run_1/wires.png
Bar = 20 um.
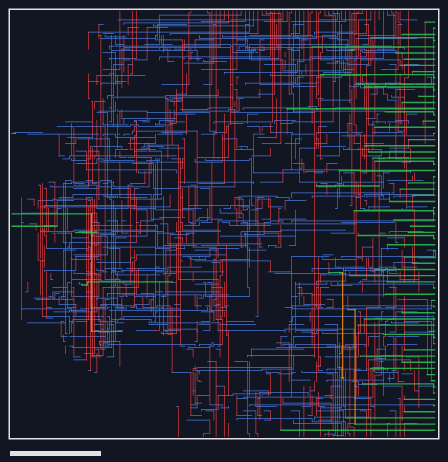
run_1/sizes.png
Bar = 20 um.
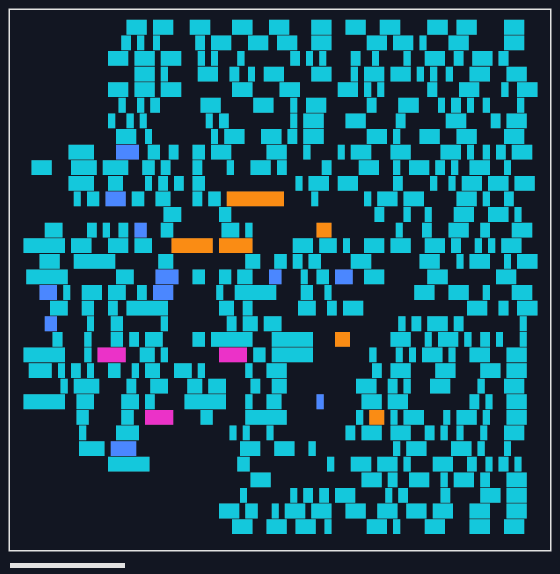
run_1/flops_by_reg.png
Bar = 20 um. Other sequential cells in the stronger grey, the rest of the logic in the fainter grey.
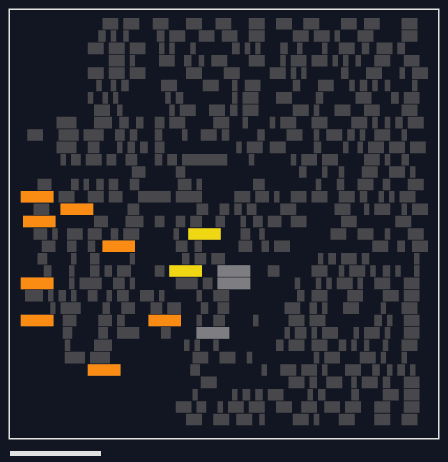
[src/rtl/sifive_insight_tl_d_arbiter.sv]
// Round-robin merge of NUM_SRC TileLink D channels onto one, with multi-beat data
// bursts locked to their source. The output path is purely combinational.
//
// state    | meaning
// unlocked | sel = first valid source scanning from ptr; a multi-beat first beat locks
// locked   | sel = lock_idx until beat_cnt counts the remaining beats down to zero
module sifive_insight_tl_d_arbiter #(
  parameter int NUM_SRC  = 2,
  parameter int DATA_W   = 32,
  parameter int SIZE_W   = 3,
  parameter int SOURCE_W = 4,
  parameter int USER_W   = 1
) (
  input  logic                         clock,
  input  logic                         reset,
  input  logic [NUM_SRC-1:0]           in_valid,
  output logic [NUM_SRC-1:0]           in_ready,
  input  logic [NUM_SRC*3-1:0]         in_opcode,
  input  logic [NUM_SRC*SIZE_W-1:0]    in_size,
  input  logic [NUM_SRC*SOURCE_W-1:0]  in_source,
  input  logic [NUM_SRC-1:0]           in_denied,
  input  logic [NUM_SRC-1:0]           in_corrupt,
  input  logic [NUM_SRC*DATA_W-1:0]    in_data,
  input  logic [NUM_SRC*USER_W-1:0]    in_user,
  output logic                         out_valid,
  output logic [2:0]                   out_opcode,
  output logic [SIZE_W-1:0]            out_size,
  output logic [SOURCE_W-1:0]          out_source,
  output logic                         out_denied,
  output logic                         out_corrupt,
  output logic [DATA_W-1:0]            out_data,
  output logic [USER_W-1:0]            out_user,
  input  logic                         out_ready,
  output logic [1:0]                   grant_idx,
  output logic                         locked
);

  localparam int BEAT_LG = $clog2(DATA_W / 8);
  localparam logic [2:0] OP_ACCESS_ACK_DATA = 3'd1;
  localparam logic [2:0] OP_GRANT_DATA      = 3'd5;

  logic [1:0] ptr;
  logic [1:0] lock_idx;
  logic       lock;
  logic [7:0] beat_cnt;

  logic [1:0] sel;
  logic [1:0] scan_idx;
  logic [7:0] beats_m1;
  logic       fire;
  logic [3:0] valid_pad;

  // Sources unpacked into 4-entry arrays so a 2-bit index always lands in range.
  logic [2:0]          opc_a     [4];
  logic [SIZE_W-1:0]   size_a    [4];
  logic [SOURCE_W-1:0] source_a  [4];
  logic                denied_a  [4];
  logic                corrupt_a [4];
  logic [DATA_W-1:0]   data_a    [4];
  logic [USER_W-1:0]   user_a    [4];

  assign valid_pad = 4'(in_valid);

  for (genvar g = 0; g < 4; g++) begin : g_unpack
    if (g < NUM_SRC) begin : g_src
      assign opc_a[g]     = in_opcode[g*3 +: 3];
      assign size_a[g]    = in_size[g*SIZE_W +: SIZE_W];
      assign source_a[g]  = in_source[g*SOURCE_W +: SOURCE_W];
      assign denied_a[g]  = in_denied[g];
      assign corrupt_a[g] = in_corrupt[g];
      assign data_a[g]    = in_data[g*DATA_W +: DATA_W];
      assign user_a[g]    = in_user[g*USER_W +: USER_W];
      assign in_ready[g]  = (sel == 2'(g)) & out_ready & ~reset;
    end else begin : g_pad
      assign opc_a[g]     = '0;
      assign size_a[g]    = '0;
      assign source_a[g]  = '0;
      assign denied_a[g]  = 1'b0;
      assign corrupt_a[g] = 1'b0;
      assign data_a[g]    = '0;
      assign user_a[g]    = '0;
    end
  end

  function automatic logic [1:0] next_idx(input logic [1:0] i);
    return (int'(i) == NUM_SRC - 1) ? 2'd0 : i + 2'd1;
  endfunction

  // Scan from the far end back towards ptr so the nearest valid source wins.
  always_comb begin
    sel      = ptr;
    scan_idx = ptr;
    if (lock) begin
      sel = lock_idx;
    end else begin
      for (int i = NUM_SRC - 1; i >= 0; i--) begin
        scan_idx = 2'((int'(ptr) + i) % NUM_SRC);
        if (valid_pad[scan_idx]) sel = scan_idx;
      end
    end
  end

  always_comb begin
    beats_m1 = 8'd0;
    if ((opc_a[sel] == OP_ACCESS_ACK_DATA || opc_a[sel] == OP_GRANT_DATA) &&
        int'(size_a[sel]) > BEAT_LG)
      beats_m1 = 8'((1 << (int'(size_a[sel]) - BEAT_LG)) - 1);
  end

  assign out_valid   = valid_pad[sel] & ~reset;
  assign out_opcode  = opc_a[sel];
  assign out_size    = size_a[sel];
  assign out_source  = source_a[sel];
  assign out_denied  = denied_a[sel];
  assign out_corrupt = corrupt_a[sel];
  assign out_data    = data_a[sel];
  assign out_user    = user_a[sel];
  assign grant_idx   = reset ? 2'd0 : sel;
  assign locked      = lock & ~reset;
  assign fire        = out_valid & out_ready;

  always_ff @(posedge clock) begin
    if (reset) begin
      ptr      <= 2'd0;
      lock     <= 1'b0;
      lock_idx <= 2'd0;
      beat_cnt <= 8'd0;
    end else if (fire) begin
      if (lock) begin
        beat_cnt <= beat_cnt - 8'd1;
        if (beat_cnt == 8'd1) begin
          lock <= 1'b0;
          ptr  <= next_idx(lock_idx);
        end
      end else if (beats_m1 != 8'd0) begin
        lock     <= 1'b1;
        lock_idx <= sel;
        beat_cnt <= beats_m1;
      end else begin
        ptr <= next_idx(sel);
      end
    end
  end

endmodule

[config.mk]
export PLATFORM = sky130hd
export DESIGN_NAME = sifive_insight_tl_d_arbiter
export DESIGN_NICKNAME = d
export VERILOG_FILES = /design/src/rtl/sifive_insight_tl_d_arbiter.sv
export SDC_FILE = /design/constraint.sdc
export NUM_CORES = 1
export LEC_CHECK = 0
export CAP_MARGIN = 20
export CELL_PAD_IN_SITES_DETAIL_PLACEMENT = 1
export CELL_PAD_IN_SITES_GLOBAL_PLACEMENT = 1
export CORE_MARGIN = 1.5
export CORE_UTILIZATION = 22
export CTS_CLUSTER_SIZE = 12
export DETAILED_ROUTE_END_ITERATION = 10
export HOLD_SLACK_MARGIN = 0.08
export PLACE_DENSITY_LB_ADDON = 0.15
export SLEW_MARGIN = 30
export SYNTH_ARGS = -nofsm -noshare
export SYNTH_HDL_FRONTEND = slang
export SYNTH_SLANG_ARGS = --single-unit
[constraint.sdc]
create_clock -name clock -period 7.3 [get_ports clock]
set_clock_uncertainty 0.05 [all_clocks]
set_input_delay 1.46 -clock clock [delete_from_list [all_inputs] [get_ports clock]]
set_output_delay 1.46 -clock clock [all_outputs]
set_load 0.01 [all_outputs]
==> results.sh, run 1 <==
# flow metrics
export IMPL_synthAdderAreaFrac_pct=4.11
export IMPL_mi_logic_area_um2=1460
export IMPL_ys_cells=295
export IMPL_cts_hold_buf=0
export IMPL_endpoint="out_data[20]"
export IMPL_start_kind="input port"
export IMPL_die_area_um2=8860
export IMPL_root_buffer="clkbuf_8"
export IMPL_cts_inserted_buffers=3
export IMPL_simple_gate_area_share_pct=38.5
export IMPL_drc=0
export IMPL_reg2reg_depth=12
export IMPL_r2r_slack_ns=3.00
export IMPL_clkPwrFrac_pct=13.3
export IMPL_post_drt_wl_per_cell_um=17.0
export IMPL_end_kind="output pin"
export IMPL_cpMostUsedCell="clkdlybuf4s50_1"
export IMPL_combAreaFraction_pct=42.9
export IMPL_finalClockPeriodUsage_pct=81.0
export IMPL_drv_slew=0
export IMPL_critPathMaxFanout=25
export IMPL_wirelength_um=9090
export IMPL_cts_tree="done"
export IMPL_powerDensity_nw_per_um2=148
export IMPL_fp_row_count=33
export IMPL_top_usage_layer="met2"
export IMPL_cap_viol_max_count=0
export IMPL_worstHoldStart="ptr[1]"
export IMPL_io_pins=146
export IMPL_compound_area_share_pct=30.5
export IMPL_cp_slowest_stage_delay_ns=0.78
export IMPL_grtUsageMet3_pct=4.77
export IMPL_grt_ovfl_total=0
export IMPL_cts_sinks=13
export IMPL_drtIter0Drc=51
export IMPL_ir_worst_vdd_uv=119
export IMPL_antenna_found_initial=0
export IMPL_portBuffers=145
export IMPL_ys_seq_share_pct=14.2
export IMPL_yosys_warnings=0
export IMPL_synth_area_per_cell_um2=6.19
export IMPL_whs_ns=0.432
export IMPL_max_slew_margin_pct=37.8
export IMPL_inverters=9
export IMPL_place_area_um2=3360
export IMPL_clk_latency_ns=0.25
export IMPL_final_clk_cell_share_pct=1.32
export IMPL_grt_start_max_net_pins=35
export IMPL_flops=13
export IMPL_period_needed_ns=5.91
export IMPL_fillers=1048
export IMPL_nMultiInputCombCells=255
export IMPL_cts_setup_buffers=0
export IMPL_status="completed"
export IMPL_layout_top_cell="clkdlybuf4s50_1"
export IMPL_synthesis_area_um2=1830
export IMPL_cpMaxStageDelayCell="a21o_1"
export IMPL_dp_slack_ns=1.37
export IMPL_htree_num_levels=1
export IMPL_edf_count=0
export IMPL_path_class="in2out"
export IMPL_combPwrFrac_pct=69.9
export IMPL_initial_core_util_pct=22.5
export IMPL_nClkBuffers=4
export IMPL_path_cells="clkdlybuf4s50_1 -> nor2b_2 -> nor2_2 -> a21o_1 -> buf_4 -> nand2_1 -> a21oi_1 -> clkdlybuf4s50_1"
export IMPL_crit_family="buffers and inverters"
export IMPL_common_cells="nand2_1, a21oi_1, nor2_1, dfxtp_1"
export IMPL_buffer_area_share_pct=43.3
export IMPL_cp_depth=8
export IMPL_wl_met1_um=4210
export IMPL_met2_length_um=4070
export IMPL_xor_area_share_pct=1.44
export IMPL_top_cell="nand2_1"
export IMPL_grt_met1_usage_pct=25.8
export IMPL_grt_pass1_vias=2446
export IMPL_grtUsageMet2_pct=30.9
export IMPL_seq_share_pct=7.64
export IMPL_power_clock_w=0.0000667
export IMPL_largest_reg_flops=8
export IMPL_top_area_cell="nand2_1"
export IMPL_worstHoldPathCells=1
export IMPL_fin_cells=534
export IMPL_cp_arrival_ns=4.40
export IMPL_clock_fmax_mhz=169
export IMPL_logic_family="simple AND/OR/NAND/NOR gates"
export IMPL_coreArea_um2=8130
Back to the opening pictures, wires.png:
[metal 4] orange | wire length: 74.1 um
[metal 1] blue | wire length: 4210 um
[metal 2] red | wire length: 4070 um
[metal 3] green | wire length: 732 um
GRT Util Overall: 19.0%
vias: 2628

Back to the opening pictures, sizes.png:
[_2 cells] blue | cells: 11 | share: 2.6%
[_3 and _4 cells] orange | cells: 6 | share: 1.4%
[_0 and _1 cells] cyan | cells: 409 | share: 95%
[_6 and larger] magenta | cells: 3 | share: 0.70%
fin worst setup slack: 1.39 ns
design area: 3410 um2
Buffers, non-clock: 148
synth-to-layout area growth: 86.4%

Back to the opening pictures, flops_by_reg.png:
[lock_idx] yellow | placed flops: 2
[beat_cnt] orange | placed flops: 8
not coloured: 3
Seq. pwr: 0.0000844 W
FF+latch area: 260 um2

run_1/io_fan.png
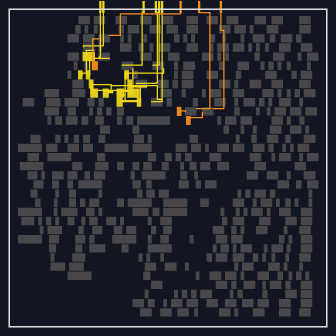

==> inputs of run 2 (changes only) <==
--- a/config.mk
+++ b/config.mk
@@ -9,7 +9,7 @@
 export CELL_PAD_IN_SITES_DETAIL_PLACEMENT = 1
 export CELL_PAD_IN_SITES_GLOBAL_PLACEMENT = 1
 export CORE_MARGIN = 1.5
-export CORE_UTILIZATION = 22
+export CORE_UTILIZATION = 21
 export CTS_CLUSTER_SIZE = 12
 export DETAILED_ROUTE_END_ITERATION = 10
 export HOLD_SLACK_MARGIN = 0.08
==> constraint.sdc (replaced) <==
create_clock -name clock -period 6 [get_ports clock]
set_clock_uncertainty 0.05 [all_clocks]
set_input_delay 1.2 -clock clock [delete_from_list [all_inputs] [get_ports clock]]
set_output_delay 1.2 -clock clock [all_outputs]
set_load 0.01 [all_outputs]
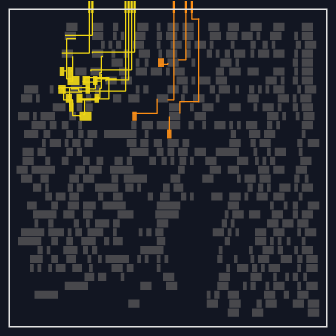
run_2/io_fan.png
[out_opcode] orange | bits: 3 | direction: output | end cells: 3 | wire: 105 um
[in_size] yellow | bits: 6 | direction: input | end cells: 12 | wire: 294 um
Port Buffers: 145
# IOs: 146

==> run 2 against run 1 <==
Sequential share of layout area shrank 0.089 points. Utilization down 0.56 points. Clock-buffer cell count stayed put. Highest routed layer unchanged. Worst setup slack got worse by 0.45 ns.
==> results.sh, run 2 <==
# flow metrics
export IMPL_status="completed"
export IMPL_dp_slack_ns=0.905
export IMPL_seq_power_w=0.000103
export IMPL_drc=0
export IMPL_clkPwrFrac_pct=12.6
export IMPL_ys_seq_share_pct=14.2
export IMPL_drtIter0Drc=72
export IMPL_met2_length_um=4480
export IMPL_die_area_um2=9270
export IMPL_common_cells="nand2_1, a21oi_1, nor2_1, dfxtp_1"
export IMPL_yosys_warnings=0
export IMPL_end_kind="output pin"
export IMPL_wl_met1_um=3910
export IMPL_grt_pass1_wl_um=13700
export IMPL_cts_inserted_buffers=3
export IMPL_reg2reg_depth=12
export IMPL_areaGrowthSynthToFinish_pct=88.6
export IMPL_top_cell="nand2_1"
export IMPL_ir_worst_vdd_uv=184
export IMPL_synth_area_per_cell_um2=6.19
export IMPL_nMultiInputCombCells=255
export IMPL_timing_final_ws_setup_ns=0.934
export IMPL_path_cells="clkdlybuf4s50_1 -> nand2b_1 -> nand2b_1 -> a21o_1 -> buf_4 -> nand2_1 -> a21oi_1 -> clkdlybuf4s50_1"
export IMPL_root_buffer="clkbuf_8"
export IMPL_design_area_um2=3450
export IMPL_final_seq_area_um2=260
export IMPL_flops=13
export IMPL_signal_buffers=150
export IMPL_antenna_found_initial=0
export IMPL_drv_slew=0
export IMPL_worstHoldPathCells=1
export IMPL_largest_reg_flops=8
export IMPL_grtUsageMet2_pct=32.6
export IMPL_cts_tree="done"
export IMPL_path_class="in2out"
export IMPL_grt_pass1_vias=2501
export IMPL_synthesis_area_um2=1830
export IMPL_combAreaFraction_pct=42.4
export IMPL_period_needed_ns=5.07
export IMPL_compound_area_share_pct=30.5
export IMPL_worstHoldStart="ptr[1]"
export IMPL_wirelength_um=9430
export IMPL_finalClockPeriodUsage_pct=84.4
export IMPL_cts_hold_buf=0
export IMPL_initial_core_util_pct=21.9
export IMPL_start_kind="input port"
export IMPL_cts_setup_buffers=0
export IMPL_combPwrFrac_pct=70.9
export IMPL_cp_arrival_ns=3.82
export IMPL_xor_area_share_pct=1.44
export IMPL_place_area_um2=3400
export IMPL_top_area_cell="nand2_1"
export IMPL_powerDensity_nw_per_um2=181
export IMPL_cp_slowest_stage_delay_ns=0.63
export IMPL_fp_row_count=33
export IMPL_clk_latency_ns=0.24
export IMPL_critPathMaxFanout=18
export IMPL_max_slew_margin_pct=42.2
export IMPL_seq_share_pct=7.55
export IMPL_grt_usage_pct=18.8
export IMPL_fillers=1066
export IMPL_cts_sinks=13
export IMPL_crit_family="buffers and inverters"
export IMPL_fin_cells=536
export IMPL_grt_met1_usage_pct=23.3
export IMPL_htree_num_levels=1
export IMPL_layout_top_cell="clkdlybuf4s50_1"
export IMPL_cpMaxStageDelayCell="a21o_1"
export IMPL_endpoint="out_data[29]"
export IMPL_simple_gate_area_share_pct=38.5
export IMPL_grtUsageMet3_pct=5.69
export IMPL_coreArea_um2=8340
export IMPL_inverters=9
export IMPL_final_clk_cell_share_pct=1.31
export IMPL_cap_viol_max_count=0
export IMPL_cp_depth=8
export IMPL_post_drt_wl_per_cell_um=17.6
export IMPL_grt_ovfl_total=0
export IMPL_grt_start_max_net_pins=44
export IMPL_buffer_area_share_pct=43.9
export IMPL_ys_cells=295
export IMPL_synthAdderAreaFrac_pct=4.11
export IMPL_power_clock_w=0.0000785
export IMPL_edf_count=0
run_2/sizes.png
Bar = 20 um.
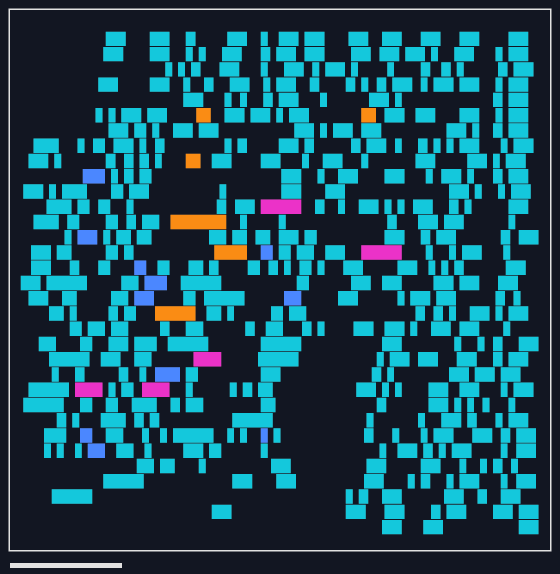

==> inputs of run 3 (changes only) <==
--- a/config.mk
+++ b/config.mk
@@ -9,7 +9,7 @@
 export CELL_PAD_IN_SITES_DETAIL_PLACEMENT = 1
 export CELL_PAD_IN_SITES_GLOBAL_PLACEMENT = 1
 export CORE_MARGIN = 1.5
-export CORE_UTILIZATION = 21
+export CORE_UTILIZATION = 19
 export CTS_CLUSTER_SIZE = 12
 export DETAILED_ROUTE_END_ITERATION = 10
 export HOLD_SLACK_MARGIN = 0.08
==> constraint.sdc (replaced) <==
create_clock -name clock -period 4.3 [get_ports clock]
set_clock_uncertainty 0.05 [all_clocks]
set_input_delay 0.86 -clock clock [delete_from_list [all_inputs] [get_ports clock]]
set_output_delay 0.86 -clock clock [all_outputs]
set_load 0.01 [all_outputs]
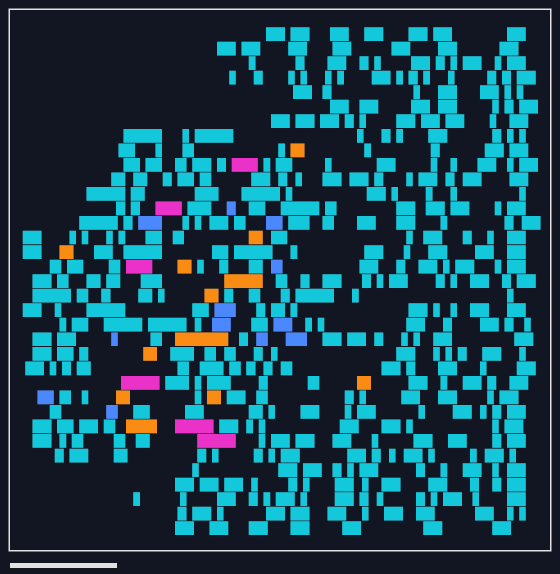
run_3/sizes.png
Bar = 20 um.
[_3 and _4 cells] orange | cells: 12 | share: 2.7%
[_2 cells] blue | cells: 12 | share: 2.7%
[_0 and _1 cells] cyan | cells: 408 | share: 93%
[_6 and larger] magenta | cells: 6 | share: 1.4%
Buffers, non-clock: 157
fin worst setup slack: 0.299 ns
design area: 3540 um2
synth-to-layout area growth: 93.9%

==> run 3 against run 2 <==
Sequential share of layout area is 0.21 points lower. Die size is 10% higher. Critical path depth stayed put. Clock power is 48% higher. Register-to-register slack worse by 0.87 ns. Total power is 41% higher. Combinational power is 42% higher. Worst setup slack worse by 0.64 ns. Clock-buffer cell count is 1 lower. Cell area is 2.8% higher. First-iteration DRC count is 22% higher. Final cell count is 5.8% higher. Largest power group unchanged. Highest routed layer unchanged.
==> results.sh, run 3 <==
# flow metrics
export IMPL_top_cell="nand2_1"
export IMPL_fillers=1173
export IMPL_cts_tree="done"
export IMPL_synth_area_per_cell_um2=6.19
export IMPL_met2_length_um=4340
export IMPL_antenna_found_initial=0
export IMPL_logic_family="simple AND/OR/NAND/NOR gates"
export IMPL_combPwrFrac_pct=71.1
export IMPL_cts_inserted_buffers=3
export IMPL_ys_seq_share_pct=14.2
export IMPL_grt_start_max_net_pins=50
export IMPL_worstHoldPathCells=2
export IMPL_grt_pass1_vias=2686
export IMPL_initial_core_util_pct=19.7
export IMPL_grt_ovfl_total=0
export IMPL_end_kind="output pin"
export IMPL_portBuffers=145
export IMPL_critPathMaxFanout=46
export IMPL_cts_hold_buf=0
export IMPL_place_area_um2=3500
export IMPL_wirelength_um=9320
export IMPL_status="completed"
export IMPL_cpMostUsedCell="clkdlybuf4s50_1"
export IMPL_finalClockPeriodUsage_pct=93.0
export IMPL_fin_cells=567
export IMPL_common_cells="nand2_1, a21oi_1, nor2_1, dfxtp_1"
export IMPL_synthAdderAreaFrac_pct=4.11
export IMPL_clkPwrFrac_pct=13.2
export IMPL_seq_power_w=0.000139
export IMPL_synthesis_area_um2=1830
export IMPL_cp_slowest_stage_delay_ns=0.59
export IMPL_start_kind="input port"
export IMPL_drc=0
export IMPL_cts_sinks=13
export IMPL_root_buffer="clkbuf_8"
export IMPL_final_seq_area_um2=260
export IMPL_max_slew_margin_pct=49.2
export IMPL_clock_fmax_mhz=250
export IMPL_drv_slew=0
export IMPL_top_usage_layer="met2"
export IMPL_io_pins=146
export IMPL_htree_num_levels=1
export IMPL_grtUsageMet3_pct=3.81
export IMPL_compound_area_share_pct=30.5
export IMPL_vias=2672
export IMPL_nMultiInputCombCells=255
export IMPL_largest_reg_flops=8
export IMPL_path_class="in2out"
export IMPL_xor_area_share_pct=1.44
export IMPL_cp_depth=8
export IMPL_buffer_area_share_pct=44.6
export IMPL_clk_latency_ns=0.25
export IMPL_layout_top_cell="clkdlybuf4s50_1"
export IMPL_crit_family="buffers and inverters"
export IMPL_edf_count=0
export IMPL_cpMaxStageDelayCell="clkdlybuf4s50_1"
export IMPL_whs_ns=0.433
export IMPL_path_cells="clkdlybuf4s50_1 -> nor2b_2 -> nor2_2 -> a21o_1 -> buf_12 -> nand2_1 -> a21oi_1 -> clkdlybuf4s50_1"
export IMPL_seq_share_pct=7.35
export IMPL_r2r_slack_ns=0.99
export IMPL_post_drt_wl_per_cell_um=16.4
export IMPL_cp_arrival_ns=3.09
export IMPL_drtIter0Drc=88
export IMPL_grt_met1_usage_pct=21.6
export IMPL_inverters=9
export IMPL_worstHoldStart="beat_cnt[5]"
export IMPL_wl_met1_um=4120
export IMPL_simple_gate_area_share_pct=38.5
export IMPL_ir_worst_vdd_uv=114
export IMPL_final_clk_cell_share_pct=1.31
export IMPL_fp_row_count=35
export IMPL_dp_slack_ns=0.0908
export IMPL_combAreaFraction_pct=41.3
export IMPL_power_clock_w=0.000116
export IMPL_ys_cells=295
export IMPL_cap_viol_max_count=0
Power is estimated from default activity; no workload was simulated.
